Fig. 1: run 1, cell classes on the final placement
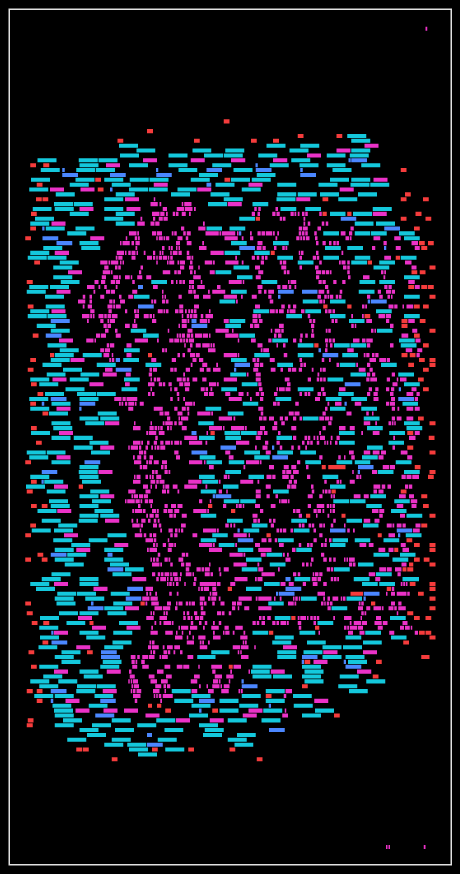
Fig. 2: run 1, clock wiring as the flow saved it
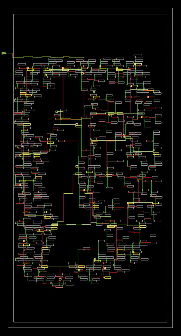
Fig. 3: run 1, register map, names as in the netlist
Other sequential cells in the stronger grey, the rest of the logic in the fainter grey.
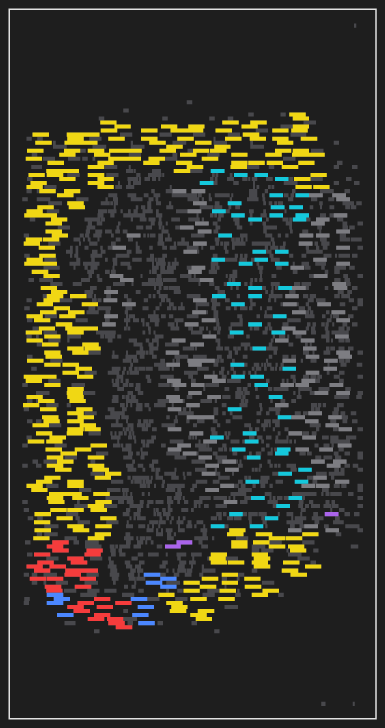
`src/rtl/ara_inval_sequencer_if.sv`:
```
// Burst-descriptor and invalidation-request bundle between the Ara store path,
// the invalidation sequencer and the CVA6 cache-invalidation port.
`default_nettype none

interface ara_inval_sequencer_if #(
  parameter int AddrWidth = 64
);
  logic                 en_i;
  logic                 burst_valid_i;
  logic                 burst_ready_o;
  logic [AddrWidth-1:0] burst_addr_i;
  logic [7:0]           burst_len_i;
  logic [2:0]           burst_size_i;
  logic                 inval_valid_o;
  logic                 inval_ready_i;
  logic [AddrWidth-1:0] inval_addr_o;
  logic                 busy_o;

  // master drives descriptors and accepts invalidations; slave is the sequencer
  modport master (
    output en_i, burst_valid_i, burst_addr_i, burst_len_i, burst_size_i, inval_ready_i,
    input  burst_ready_o, inval_valid_o, inval_addr_o, busy_o
  );

  modport slave (
    input  en_i, burst_valid_i, burst_addr_i, burst_len_i, burst_size_i, inval_ready_i,
    output burst_ready_o, inval_valid_o, inval_addr_o, busy_o
  );
endinterface

`default_nettype wire

```
`src/rtl/ara_inval_sequencer.sv`:
```
// Expands Ara AW-burst descriptors into per-L1-line invalidation requests for
// CVA6, with a descriptor FIFO, duplicate-line suppression and enable flushing.
`default_nettype none

module ara_inval_sequencer #(
  parameter int AddrWidth   = 64,
  parameter int L1LineBytes = 16,
  parameter int Depth       = 4
) (
  input  logic                   clk_i,
  input  logic                   rst_ni,
  ara_inval_sequencer_if.slave   bus
);

  localparam int PtrW = $clog2(Depth);
  localparam logic [AddrWidth-1:0] LineMask = ~AddrWidth'(L1LineBytes - 1);
  localparam logic [AddrWidth-1:0] LineStep = AddrWidth'(L1LineBytes);

  typedef enum logic [0:0] {IDLE = 1'b0, ISSUE = 1'b1} state_t;

  // descriptor FIFO
  logic [AddrWidth-1:0] mem_addr [Depth];
  logic [7:0]           mem_len  [Depth];
  logic [2:0]           mem_size [Depth];
  logic [PtrW:0]        wptr, rptr;
  logic                 fifo_full, fifo_empty, push, pop, flush;

  assign fifo_empty = (wptr == rptr);
  assign fifo_full  = (wptr[PtrW] != rptr[PtrW]) && (wptr[PtrW-1:0] == rptr[PtrW-1:0]);

  // with coherence off, descriptors are swallowed so the vector store path never stalls
  assign bus.burst_ready_o = rst_ni && (!bus.en_i || !fifo_full);
  assign push = bus.burst_valid_i && bus.burst_ready_o && bus.en_i;

  always_ff @(posedge clk_i or negedge rst_ni) begin
    if (!rst_ni) begin
      wptr <= '0;
      rptr <= '0;
    end else if (flush) begin
      rptr <= wptr;
    end else begin
      if (push) wptr <= wptr + 1'b1;
      if (pop)  rptr <= rptr + 1'b1;
    end
  end

  always_ff @(posedge clk_i) begin
    if (push) begin
      mem_addr[wptr[PtrW-1:0]] <= bus.burst_addr_i;
      mem_len[wptr[PtrW-1:0]]  <= bus.burst_len_i;
      mem_size[wptr[PtrW-1:0]] <= bus.burst_size_i;
    end
  end

  // line range of the head descriptor, one extra bit to catch wrap past the top
  logic [AddrWidth-1:0] head_addr, start_line, last_byte, end_line_calc;
  logic [AddrWidth:0]   burst_bytes, last_byte_ext;

  assign head_addr     = mem_addr[rptr[PtrW-1:0]];
  assign burst_bytes   = {{(AddrWidth-8){1'b0}}, (9'(mem_len[rptr[PtrW-1:0]]) + 9'd1)}
                         << mem_size[rptr[PtrW-1:0]];
  assign last_byte_ext = {1'b0, head_addr} + burst_bytes - (AddrWidth+1)'(1);
  assign last_byte     = last_byte_ext[AddrWidth] ? '1 : last_byte_ext[AddrWidth-1:0];
  assign start_line    = head_addr & LineMask;
  assign end_line_calc = last_byte & LineMask;

  state_t               state, state_n;
  logic [AddrWidth-1:0] cur_line, cur_line_n, end_line, end_line_n, last_line, last_line_n;
  logic                 dedup_valid, dedup_valid_n, dup, advance, inval_valid;

  always_ff @(posedge clk_i or negedge rst_ni) begin
    if (!rst_ni) begin
      state       <= IDLE;
      cur_line    <= '0;
      end_line    <= '0;
      last_line   <= '0;
      dedup_valid <= 1'b0;
    end else begin
      state       <= state_n;
      cur_line    <= cur_line_n;
      end_line    <= end_line_n;
      last_line   <= last_line_n;
      dedup_valid <= dedup_valid_n;
    end
  end

  assign dup = dedup_valid && (cur_line == last_line);

  always_comb begin
    state_n       = state;
    cur_line_n    = cur_line;
    end_line_n    = end_line;
    last_line_n   = last_line;
    dedup_valid_n = dedup_valid;
    pop           = 1'b0;
    flush         = 1'b0;
    advance       = 1'b0;
    inval_valid   = 1'b0;
    case (state)
      IDLE: begin
        if (!bus.en_i) begin
          flush         = 1'b1;
          dedup_valid_n = 1'b0;
        end else if (!fifo_empty) begin
          pop        = 1'b1;
          cur_line_n = start_line;
          end_line_n = end_line_calc;
          state_n    = ISSUE;
        end
      end
      ISSUE: begin
        inval_valid = !dup;
        if (dup) begin
          advance = 1'b1;
        end else if (bus.inval_ready_i) begin
          advance       = 1'b1;
          last_line_n   = cur_line;
          dedup_valid_n = 1'b1;
        end
        // an offered request is never withdrawn; the flush waits for its handshake
        if (!bus.en_i && advance) begin
          flush         = 1'b1;
          dedup_valid_n = 1'b0;
          state_n       = IDLE;
        end else if (advance) begin
          if (cur_line == end_line) state_n = IDLE;
          else                      cur_line_n = cur_line + LineStep;
        end
      end
      default: state_n = IDLE;
    endcase
  end

  assign bus.inval_valid_o = inval_valid;
  assign bus.inval_addr_o  = cur_line;
  assign bus.busy_o        = !fifo_empty || (state != IDLE);

endmodule

`default_nettype wire

```
`src/flat_wrapper.sv`:
```
// flat-port wrapper written by rule: the top's interface ports become plain ports
module ara_inval_sequencer_flat 
#(
  parameter int AddrWidth   = 64,
  parameter int L1LineBytes = 16,
  parameter int Depth       = 4
)
  (clk_i, rst_ni, bus_en_i, bus_burst_valid_i, bus_burst_addr_i, bus_burst_len_i, bus_burst_size_i, bus_inval_ready_i, bus_burst_ready_o, bus_inval_valid_o, bus_inval_addr_o, bus_busy_o);
  ara_inval_sequencer_if #(.AddrWidth(AddrWidth)) bus_i ();
  input  logic clk_i;
  input  logic rst_ni;
  input wire logic [$bits(bus_i.en_i)-1:0] bus_en_i;
  input wire logic [$bits(bus_i.burst_valid_i)-1:0] bus_burst_valid_i;
  input wire logic [$bits(bus_i.burst_addr_i)-1:0] bus_burst_addr_i;
  input wire logic [$bits(bus_i.burst_len_i)-1:0] bus_burst_len_i;
  input wire logic [$bits(bus_i.burst_size_i)-1:0] bus_burst_size_i;
  input wire logic [$bits(bus_i.inval_ready_i)-1:0] bus_inval_ready_i;
  output wire logic [$bits(bus_i.burst_ready_o)-1:0] bus_burst_ready_o;
  output wire logic [$bits(bus_i.inval_valid_o)-1:0] bus_inval_valid_o;
  output wire logic [$bits(bus_i.inval_addr_o)-1:0] bus_inval_addr_o;
  output wire logic [$bits(bus_i.busy_o)-1:0] bus_busy_o;
  assign bus_i.en_i = bus_en_i;
  assign bus_i.burst_valid_i = bus_burst_valid_i;
  assign bus_i.burst_addr_i = bus_burst_addr_i;
  assign bus_i.burst_len_i = bus_burst_len_i;
  assign bus_i.burst_size_i = bus_burst_size_i;
  assign bus_i.inval_ready_i = bus_inval_ready_i;
  assign bus_burst_ready_o = bus_i.burst_ready_o;
  assign bus_inval_valid_o = bus_i.inval_valid_o;
  assign bus_inval_addr_o = bus_i.inval_addr_o;
  assign bus_busy_o = bus_i.busy_o;
  ara_inval_sequencer #(.AddrWidth(AddrWidth), .L1LineBytes(L1LineBytes), .Depth(Depth)) u_core (.clk_i(clk_i), .rst_ni(rst_ni), .bus(bus_i));
endmodule
```
`config.mk`:
```
export PLATFORM = sky130hd
export DESIGN_NAME = ara_inval_sequencer_flat
export DESIGN_NICKNAME = d
export VERILOG_FILES = /design/src/rtl/ara_inval_sequencer_if.sv /design/src/rtl/ara_inval_sequencer.sv /design/src/flat_wrapper.sv
export SDC_FILE = /design/constraint.sdc
export NUM_CORES = 1
export LEC_CHECK = 0
export CAP_MARGIN = 30
export CORE_AREA = 8 8 238 469
export CTS_BUF_LIST = sky130_fd_sc_hd__clkbuf_16
export DETAILED_ROUTE_END_ITERATION = 8
export DIE_AREA = 0 0 246 477
export GPL_ROUTABILITY_DRIVEN = 0
export PLACE_DENSITY_LB_ADDON = 0.15
export SLEW_MARGIN = 5
export SYNTH_ARGS = -nofsm -noshare
export SYNTH_HDL_FRONTEND = slang
export SYNTH_SLANG_ARGS = --single-unit
```
`constraint.sdc`:
```
create_clock -name clk_i -period 13.5 [get_ports clk_i]
set_clock_uncertainty 0.15 [all_clocks]
set_input_delay 2.7 -clock clk_i [delete_from_list [all_inputs] [get_ports clk_i]]
set_output_delay 2.7 -clock clk_i [all_outputs]
set_load 0.05 [all_outputs]
```
==> results.tsv, run 1 <==
stage	metric	value	unit
final_timing	hold_viol	0	
critical_path	cp-startpoint	rst_ni	
routing	firstDrtPassIters	6	
die	initial_utilization	24.8	%
final_timing	setup_tns	0	ns
global_route	use_met3	1.94	%
synthesis	synthAoiAreaFrac	14.6	%
critical_path	crit_end	bus_burst_ready_o	
final_timing	period_used_share	53.1	%
global_route	grt_pass1_wl	122000	um
routing	detail-route-antenna-nets	0	
final_timing	post-route-min-period	7.17	ns
synthesis	synthTopCellsByArea	edfxtp_1 (34%), dfrtp_1 (18%), mux4_2 (6.3%), ha_1 (4.0%), a31oi_4 (3.2%)	
cells_and_area	logic_area	11400	um2
cells_and_area	fin_cells	3683	
worst_hold_path	hp-start	u_core.last_line[26]	
flow_run	tool_warnings	29	
critical_path	cp_slowest_cell	clkdlybuf4s50_1	
cells_and_area	comb_share	37.1	%
synthesis	ys_seq_elements	488	
synthesis	netlist-cell-type-count	78	
die	dieWidth	246	um
cells_and_area	seq_cells	488	
global_route	grt-busiest-layer	met2	
cells_and_area	lay_top_count	edfxtp_1	
synthesis	ys_seq_share	52.4	%
routing	routed_wl	82500	um
die	fp-row-count	169	
synthesis	async_reset_ff_share	38.5	%
global_route	grtUsageTotal	13.8	%
global_route	use_met2	22.8	%
cells_and_area	buffer_area_share	5.66	%
routing	drc	0	
cells_and_area	num-nonclk-buffers	179	
synthesis	ys_sh_adder	4.02	%
critical_path	critPathBufInv	3	
cells_and_area	n_all_inverters	134	
critical_path	cp-end-kind	output pin	
die	coreArea	106000	um2
final_timing	relSlewSlack	29.7	%
routing	drt_iter0_drc	1142	
synthesis	ys_top_logic_family	AND-OR/OR-AND gates	
synthesis	top_area_cell	edfxtp_1	
clocking	cts_tree	yes	
die	chipArea	117000	um2
cells_and_area	nClkBuffers	53	
routing	wl_met2	39200	um
clocking	cts.path.max_buffers	3	
critical_path	start_kind	input pin	
critical_path	worstRegToRegCells	17	
clocking	cts_setup_buffers	0	
cells_and_area	clock_area_share	5.29	%
routing	wl_met1	38400	um
place	place_hpwl	61100	um
global_route	grt-ovfl-total	0	
cells_and_area	flop_area	13700	um2
cells_and_area	fin_area	30700	um2
global_route	antenna_found_initial	1	
synthesis	ys_chip_area	26200	um2
final_timing	timing.hold.ws	0.360	ns
place	post-place-cells	3585	
synthesis	simple_gate_share	9.59	%
synthesis	netlist.area_leader.share	34.4	%
worst_hold_path	hold_path_end	u_core.last_line[26]	
synthesis	top_cells_by_count	edfxtp_1 (300), dfrtp_1 (188), a21oi_1 (143)	
routing	via_per_inst	4.76	
final_timing	slew_violations	0	
cells_and_area	layout_top_cells	edfxtp_1 (300), dfrtp_1 (185), inv_1 (147)	
global_route	grt_use_met1	18.7	%
routing	wl_met3	2920	um
clocking	clkSinkCount	488	
die	io_pins	147	
critical_path	cp.required	10.65	ns
global_route	grt_start_max_net_pins	80	
critical_path	crit_path_max_incr_delay	0.85	ns
cells_and_area	logic_gate_count	1417	
synthesis	mux_share	9.76	%
cells_and_area	antenna_cells	0	
outcome	status	finished, final reports clean	
critical_path	criticalPathCategory	input pin to output pin	
global_route	grt_pass1_vias	18100	
clocking	root_buffer	clkbuf_16	
cells_and_area	fillers	10800	
place	pre_cts_slack	6.26	ns
routing	vias	17500	
worst_hold_path	hold_depth	2	
synthesis	synthFlopType	edfxtp_1	
synthesis	synth_area	26200	um2
critical_path	r2r_slack	6.63	ns
critical_path	crit_family	buffers and inverters	
place	place_area	29000	um2
synthesis	synth_warnings	0	
die	tap_cells	1368	
die	die_y	477	um
cells_and_area	largest_register_ffs	256	
cells_and_area	drive_gt1_share	13.2	%
cells_and_area	num-nets-final	2436	
flow_run	max-cap-violations	0	
-- Fig. 1 (at the start) --
| colour | class | cells |
|---|---|---|
| blue | clock drivers and dummy loads | 97 |
| cyan | sequential cells | 488 |
| magenta | remaining logic cells | 1,551 |
| red | remaining buffers and delay cells | 179 |

-- Fig. 2 (at the start) --
clk_lat worst skew: 0.63 ns
TritonCTS Buffers: 52

-- Fig. 3 (at the start) --
| colour | netlist name | placed flops |
|---|---|---|
| blue | u_core.mem_size | 12 |
| cyan | u_core.bus.inval_addr_o | 60 |
| red | u_core.mem_len | 32 |
| yellow | u_core.mem_addr | 256 |
| purple | u_core.rptr | 3 |
not coloured: 125
Seq/total area: 44.7%
final core occ: 29.1%

## Run 2: what changed since run 1
==> constraint.sdc (replaced) <==
create_clock -name clk_i -period 5.8 [get_ports clk_i]
set_clock_uncertainty 0.15 [all_clocks]
set_input_delay 1.16 -clock clk_i [delete_from_list [all_inputs] [get_ports clk_i]]
set_output_delay 1.16 -clock clk_i [all_outputs]
set_load 0.05 [all_outputs]
Fig. 4: run 2, clock wiring as the flow saved it
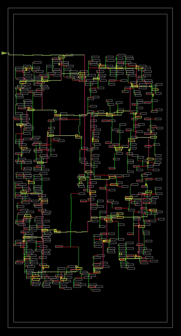
Seq cells: 488
clk_lat worst skew: 0.62 ns
clkbuf count: 53

==> results.tsv, run 2 <==
stage	metric	value	unit	change
routing	wl_met3	3210	um	+10%
synthesis	async_reset_ff_share	38.5	%	unchanged
routing	wl_met2	39100	um	-0.11%
die	fp-row-count	169		unchanged
global_route	antenna_found_initial	2		+1
final_timing	hold_viol	0		unchanged
cells_and_area	fillers	10800		-0.59%
critical_path	crit_family	AND-OR/OR-AND gates		
cells_and_area	logic_gate_count	1417		unchanged
synthesis	simple_gate_share	9.59	%	unchanged
cells_and_area	drive_gt1_share	15.6	%	+2.4 points
synthesis	ys_seq_elements	488		unchanged
clocking	root_buffer	clkbuf_16		
routing	drc	0		unchanged
synthesis	ys_seq_share	52.4	%	unchanged
synthesis	ys_sh_adder	4.02	%	unchanged
cells_and_area	flop_area	13700	um2	unchanged
cells_and_area	logic_area	11400	um2	+0.53%
global_route	grt_use_met1	18.8	%	+0.18 points
global_route	grt_pass1_vias	18400		+1.5%
global_route	use_met3	1.83	%	-0.12 points
final_timing	timing.hold.ws	0.326	ns	-0.0336 ns
critical_path	crit_chain	mux4_2 -> ha_1 -> nand3_1 -> nor2_1 -> xnor2_1 -> mux2_2 -> mux2i_1 -> mux2i_1 -> ha_1 -> inv_1 -> ha_1 -> o211ai_1 -> a211o_1 -> a311o_1 -> a41oi_2 -> buf_4 -> o21ai_1 -> o21a_1 -> o31ai_4 -> a41oi_1 -> xnor2_1 -> o22a_1		
cells_and_area	clock_area_share	5.35	%	+0.062 points
routing	vias	17900		+1.9%
critical_path	cp.arrival	5.82	ns	
die	dieWidth	246	um	unchanged
cells_and_area	layout_top_cells	edfxtp_1 (300), dfrtp_1 (185), inv_1 (145)		
place	place_area	29600	um2	+2.1%
synthesis	ys_chip_area	26200	um2	unchanged
critical_path	cp.depth	22		
global_route	use_met2	22.6	%	-0.15 points
synthesis	ys_cells	2183		
die	coreArea	106000	um2	unchanged
critical_path	critPathBufInv	2		-1
die	tap_cells	1368		unchanged
synthesis	top_cell	edfxtp_1		
final_timing	post-route-min-period	5.48	ns	
critical_path	cp-end-kind	flop		
global_route	grt_start_max_net_pins	146		+83%
synthesis	synth_area	26200	um2	unchanged
clocking	cts.path.max_buffers	3		unchanged
critical_path	worstRegToRegCells	22		+5
cells_and_area	area.growth.synth_to_final	19.9	%	
cells_and_area	buffer_area_share	7.39	%	+1.7 points
synthesis	synthFlopType	edfxtp_1		
final_timing	slew_violations	0		unchanged
cells_and_area	lay_top_count	edfxtp_1		
cells_and_area	post-route-util	29.7	%	+0.66 points
global_route	grtUsageTotal	13.9	%	+0.11 points
cells_and_area	num-nonclk-buffers	241		+35%
die	initial_utilization	24.8	%	unchanged
die	chipArea	117000	um2	unchanged
cells_and_area	n_all_inverters	134		unchanged
flow_run	tool_warnings	33		+14%
die	die_y	477	um	unchanged
flow_run	max-cap-violations	0		unchanged
clocking	numCtsBuffers	52		unchanged
critical_path	criticalPathCategory	flop to flop		
clocking	cts_setup_buffers	0		unchanged
worst_hold_path	hold_class	input pin to async pin		
synthesis	synthAoiAreaFrac	14.6	%	unchanged
synthesis	ys_top_logic_family	AND-OR/OR-AND gates		
cells_and_area	fin_area	31400	um2	+2.3%
synthesis	netlist-cell-type-count	78		unchanged
final_timing	setup_tns	0	ns	unchanged
synthesis	synthXorXnorAreaFrac	5.29	%	
final_timing	relSlewSlack	37.1	%	+7.4 points
final_timing	period_used_share	94.4	%	
place	pre_cts_slack	0.0308	ns	-6.23 ns
clocking	cts_tree	yes		
cells_and_area	largest_register_ffs	256		unchanged
cells_and_area	fin_cells	3744		+1.7%
cells_and_area	num-nets-final	2498		+2.5%
routing	routed_wl	83200	um	+0.84%
cells_and_area	antenna_cells	0		unchanged
clocking	clkSinkCount	488		unchanged
routing	drt_iter0_drc	1194		+4.6%
critical_path	cp-startpoint	u_core.rptr[0]		
die	io_pins	147		unchanged
critical_path	cp_slowest_cell	mux4_2		
global_route	grt-busiest-layer	met2		
global_route	grt-ovfl-total	0		unchanged
routing	wl_met1	38300	um	-0.43%
outcome	status	finished, final reports clean		
cells_and_area	sh_seq_area	43.7	%	-1.0 points
critical_path	crit_path_max_incr_delay	0.59	ns	-0.26 ns
synthesis	top_area_cell	edfxtp_1		
critical_path	cp.required	6.14	ns	-4.51 ns
critical_path	start_kind	flop		
synthesis	netlist.area_leader.share	34.4	%	unchanged
critical_path	crit_end	u_core.end_line[61]		
routing	via_per_inst	4.77		+0.23%
routing	detail-route-antenna-nets	0		unchanged
synthesis	synthTopCellsByArea	edfxtp_1 (34%), dfrtp_1 (18%), mux4_2 (6.3%), ha_1 (4.0%), a31oi_4 (3.2%)		
critical_path	r2r_slack	0.32	ns	-6.31 ns
clocking	clkTransAtPathRegs	0.07	ns	
routing	firstDrtPassIters	5		-1
synthesis	mux_share	9.76	%	unchanged
synthesis	synth_warnings	0		unchanged
routing	wire_per_inst	22.2	um	
place	post-place-cells	3647		+1.7%
cells_and_area	comb_share	36.5	%	-0.64 points
synthesis	avgSynthCellArea	12.0	um2	
synthesis	top_cells_by_count	edfxtp_1 (300), dfrtp_1 (188), a21oi_1 (143)		
global_route	grt_pass1_wl	123000	um	+0.98%
place	place_hpwl	62400	um	+2.2%
place	port_buffers	142		
## Run 3: what changed since run 2
--- a/config.mk
+++ b/config.mk
@@ -6,10 +6,10 @@
 export NUM_CORES = 1
 export LEC_CHECK = 0
 export CAP_MARGIN = 30
-export CORE_AREA = 8 8 238 469
+export CORE_AREA = 8 8 164 320
 export CTS_BUF_LIST = sky130_fd_sc_hd__clkbuf_16
 export DETAILED_ROUTE_END_ITERATION = 8
-export DIE_AREA = 0 0 246 477
+export DIE_AREA = 0 0 172 328
 export GPL_ROUTABILITY_DRIVEN = 0
 export PLACE_DENSITY_LB_ADDON = 0.15
 export SLEW_MARGIN = 5
Fig. 5: run 3, clock wiring as the flow saved it
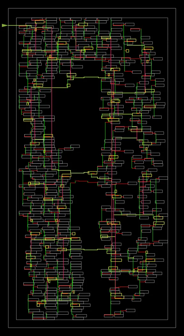
clkbuf count: 44
clock sink count: 488
TritonCTS Buffers: 44
clk_lat worst skew: 0.60 ns

==> results.tsv, run 3 <==
stage	metric	value	unit	change
outcome	status	finished, final reports clean		
cells_and_area	comb_share	38.2	%	+1.8 points
cells_and_area	layout_top_cells	edfxtp_1 (300), dfrtp_1 (185), inv_1 (145)		
final_timing	relSlewSlack	36.3	%	-0.81 points
critical_path	cp.required	6.11	ns	-0.03 ns
cells_and_area	num-nets-final	2449		-2.0%
routing	wl_met3	3760	um	+17%
cells_and_area	fin_cells	2959		-21%
synthesis	async_reset_ff_share	38.5	%	unchanged
synthesis	synthAoiAreaFrac	14.6	%	unchanged
final_timing	max_freq	176	MHz	
synthesis	avgSynthCellArea	12.0	um2	unchanged
final_timing	post-route-min-period	5.68	ns	+0.200 ns
routing	route.top_layer_used	met4		
cells_and_area	flop_area	13700	um2	unchanged
cells_and_area	seq_cells	488		unchanged
clocking	root_buffer	clkbuf_16		
final_timing	timing.hold.ws	0.358	ns	+0.0322 ns
cells_and_area	fillers	3866		-64%
routing	vias	18200		+2.2%
synthesis	ys_sh_adder	4.02	%	unchanged
global_route	grt_pass1_vias	18400		+0.19%
cells_and_area	clock_area_share	4.92	%	-0.43 points
routing	wl_met2	37100	um	-5.0%
synthesis	synthXorXnorAreaFrac	5.29	%	unchanged
critical_path	crit_fanout	7		
clocking	cts.path.max_buffers	3		unchanged
cells_and_area	fin_area	29900	um2	-4.8%
global_route	use_met3	3.35	%	+1.5 points
synthesis	netlist.area_leader.share	34.4	%	unchanged
cells_and_area	sh_seq_area	45.9	%	+2.2 points
routing	drt_iter0_drc	1366		+14%
critical_path	cp-startpoint	u_core.rptr[0]		
synthesis	edf_count	300		
final_timing	finalSetupViolCount	0		
synthesis	top_cells_by_count	edfxtp_1 (300), dfrtp_1 (188), a21oi_1 (143)		
die	dieWidth	172	um	-30%
cells_and_area	lay_top_count	edfxtp_1		
routing	firstDrtPassIters	5		unchanged
clocking	cts_tree	yes		
place	pre_cts_slack	0.0909	ns	+0.0601 ns
clocking	clkTransAtPathRegs	0.07	ns	about the same
final_timing	hold_viol	0		unchanged
critical_path	worstRegToRegCells	18		-18%
global_route	grt_use_met1	28.9	%	+10 points
synthesis	top_cell	edfxtp_1		
worst_hold_path	hold_class	flop to flop		
critical_path	rr_endpoint	u_core.end_line[62]		
cells_and_area	num-nonclk-buffers	200		-17%
cells_and_area	logic_gate_count	1417		unchanged
place	port_buffers	142		unchanged
global_route	grt_start_max_net_pins	66		-55%
flow_run	max-cap-violations	0		unchanged
final_timing	period_used_share	97.8	%	+3.5 points
die	io_pins	147		unchanged
critical_path	cp_slowest_cell	mux4_2		
cells_and_area	antenna_cells	1		+1
cells_and_area	biggestCellCategory	flip-flops and latches		
cells_and_area	area.growth.synth_to_final	14.1	%	
synthesis	synthCells	2183		
synthesis	synthTopCellsByArea	edfxtp_1 (34%), dfrtp_1 (18%), mux4_2 (6.3%), ha_1 (4.0%), a31oi_4 (3.2%)		
routing	wl_met1	26300	um	-31%
cells_and_area	logic_area	11400	um2	-0.15%
worst_hold_path	hold_depth	1		
flow_run	tool_warnings	29		-12%
die	fp-row-count	114		-33%
global_route	grt_pass1_wl	109000	um	-11%
synthesis	synth_area	26200	um2	unchanged
synthesis	netlist-cell-type-count	78		unchanged
die	tap_cells	638		-53%
global_route	grt-busiest-layer	met2		
critical_path	cp.arrival	5.99	ns	+0.17 ns
critical_path	cp-end-kind	flop		
global_route	grt-ovfl-total	0		unchanged
synthesis	top_area_cell	edfxtp_1		
routing	via_per_inst	6.16		+29%
synthesis	ys_seq_share	52.4	%	unchanged
critical_path	r2r-start	u_core.rptr[0]		
routing	wire_per_inst	24.6	um	+11%
critical_path	cp.depth	18		-18%
cells_and_area	post-route-util	62.0	%	+32 points
routing	detail-route-antenna-nets	0		unchanged
critical_path	r2r_slack	0.12	ns	-0.20 ns
synthesis	ys_chip_area	26200	um2	unchanged
global_route	use_met2	44.8	%	+22 points
critical_path	criticalPathCategory	flop to flop		
die	coreArea	48200	um2	-54%
synthesis	ys_seq_elements	488		unchanged
synthesis	simple_gate_share	9.59	%	unchanged
critical_path	crit_end	u_core.end_line[62]		
critical_path	crit_chain	mux4_2 -> ha_1 -> xnor2_1 -> mux2_2 -> o21ai_0 -> nand2_1 -> ha_1 -> inv_1 -> ha_1 -> and3b_1 -> a221o_1 -> a31o_4 -> and3_1 -> o211a_1 -> o21ai_0 -> a21oi_2 -> o311a_1 -> o22a_1		
synthesis	synthFlopType	edfxtp_1		
synthesis	mux_share	9.76	%	unchanged
critical_path	critPathBufInv	1		-1
final_timing	worstMarginPinSlew	0.956	ns	
final_timing	slew_violations	0		unchanged
global_route	grtUsageTotal	25.8	%	+12 points
place	place_hpwl	53800	um	-14%
synthesis	ys_cells	2183		unchanged
place	post-place-cells	2873		-21%
final_timing	fin_ws	0.125	ns	
worst_hold_path	hold_path_end	u_core.last_line[60]		
cells_and_area	drive_gt1_share	13.9	%	-1.7 points
critical_path	crit_path_max_incr_delay	0.58	ns	about the same
cells_and_area	largest_register_ffs	256		unchanged
clocking	hold_buffers	0		
synthesis	ys_top_logic_family	AND-OR/OR-AND gates		
routing	routed_wl	72700	um	-13%
global_route	antenna_found_initial	0		-2
cells_and_area	buffer_area_share	6.55	%	-0.84 points
synthesis	synth_warnings	0		unchanged
clocking	cts_setup_buffers	0		unchanged
die	initial_utilization	54.3	%	+29 points
cells_and_area	n_all_inverters	134		unchanged
critical_path	worst_path_most_repeated_cell	ha_1		
clocking	postCtsResizedCells	0		
critical_path	start_kind	flop		
critical_path	crit_family	AND-OR/OR-AND gates		
final_timing	setup_tns	0	ns	unchanged
die	chipArea	56400	um2	-52%
place	place_area	28300	um2	-4.5%
routing	drc	0		unchanged
die	die_y	328	um	-31%
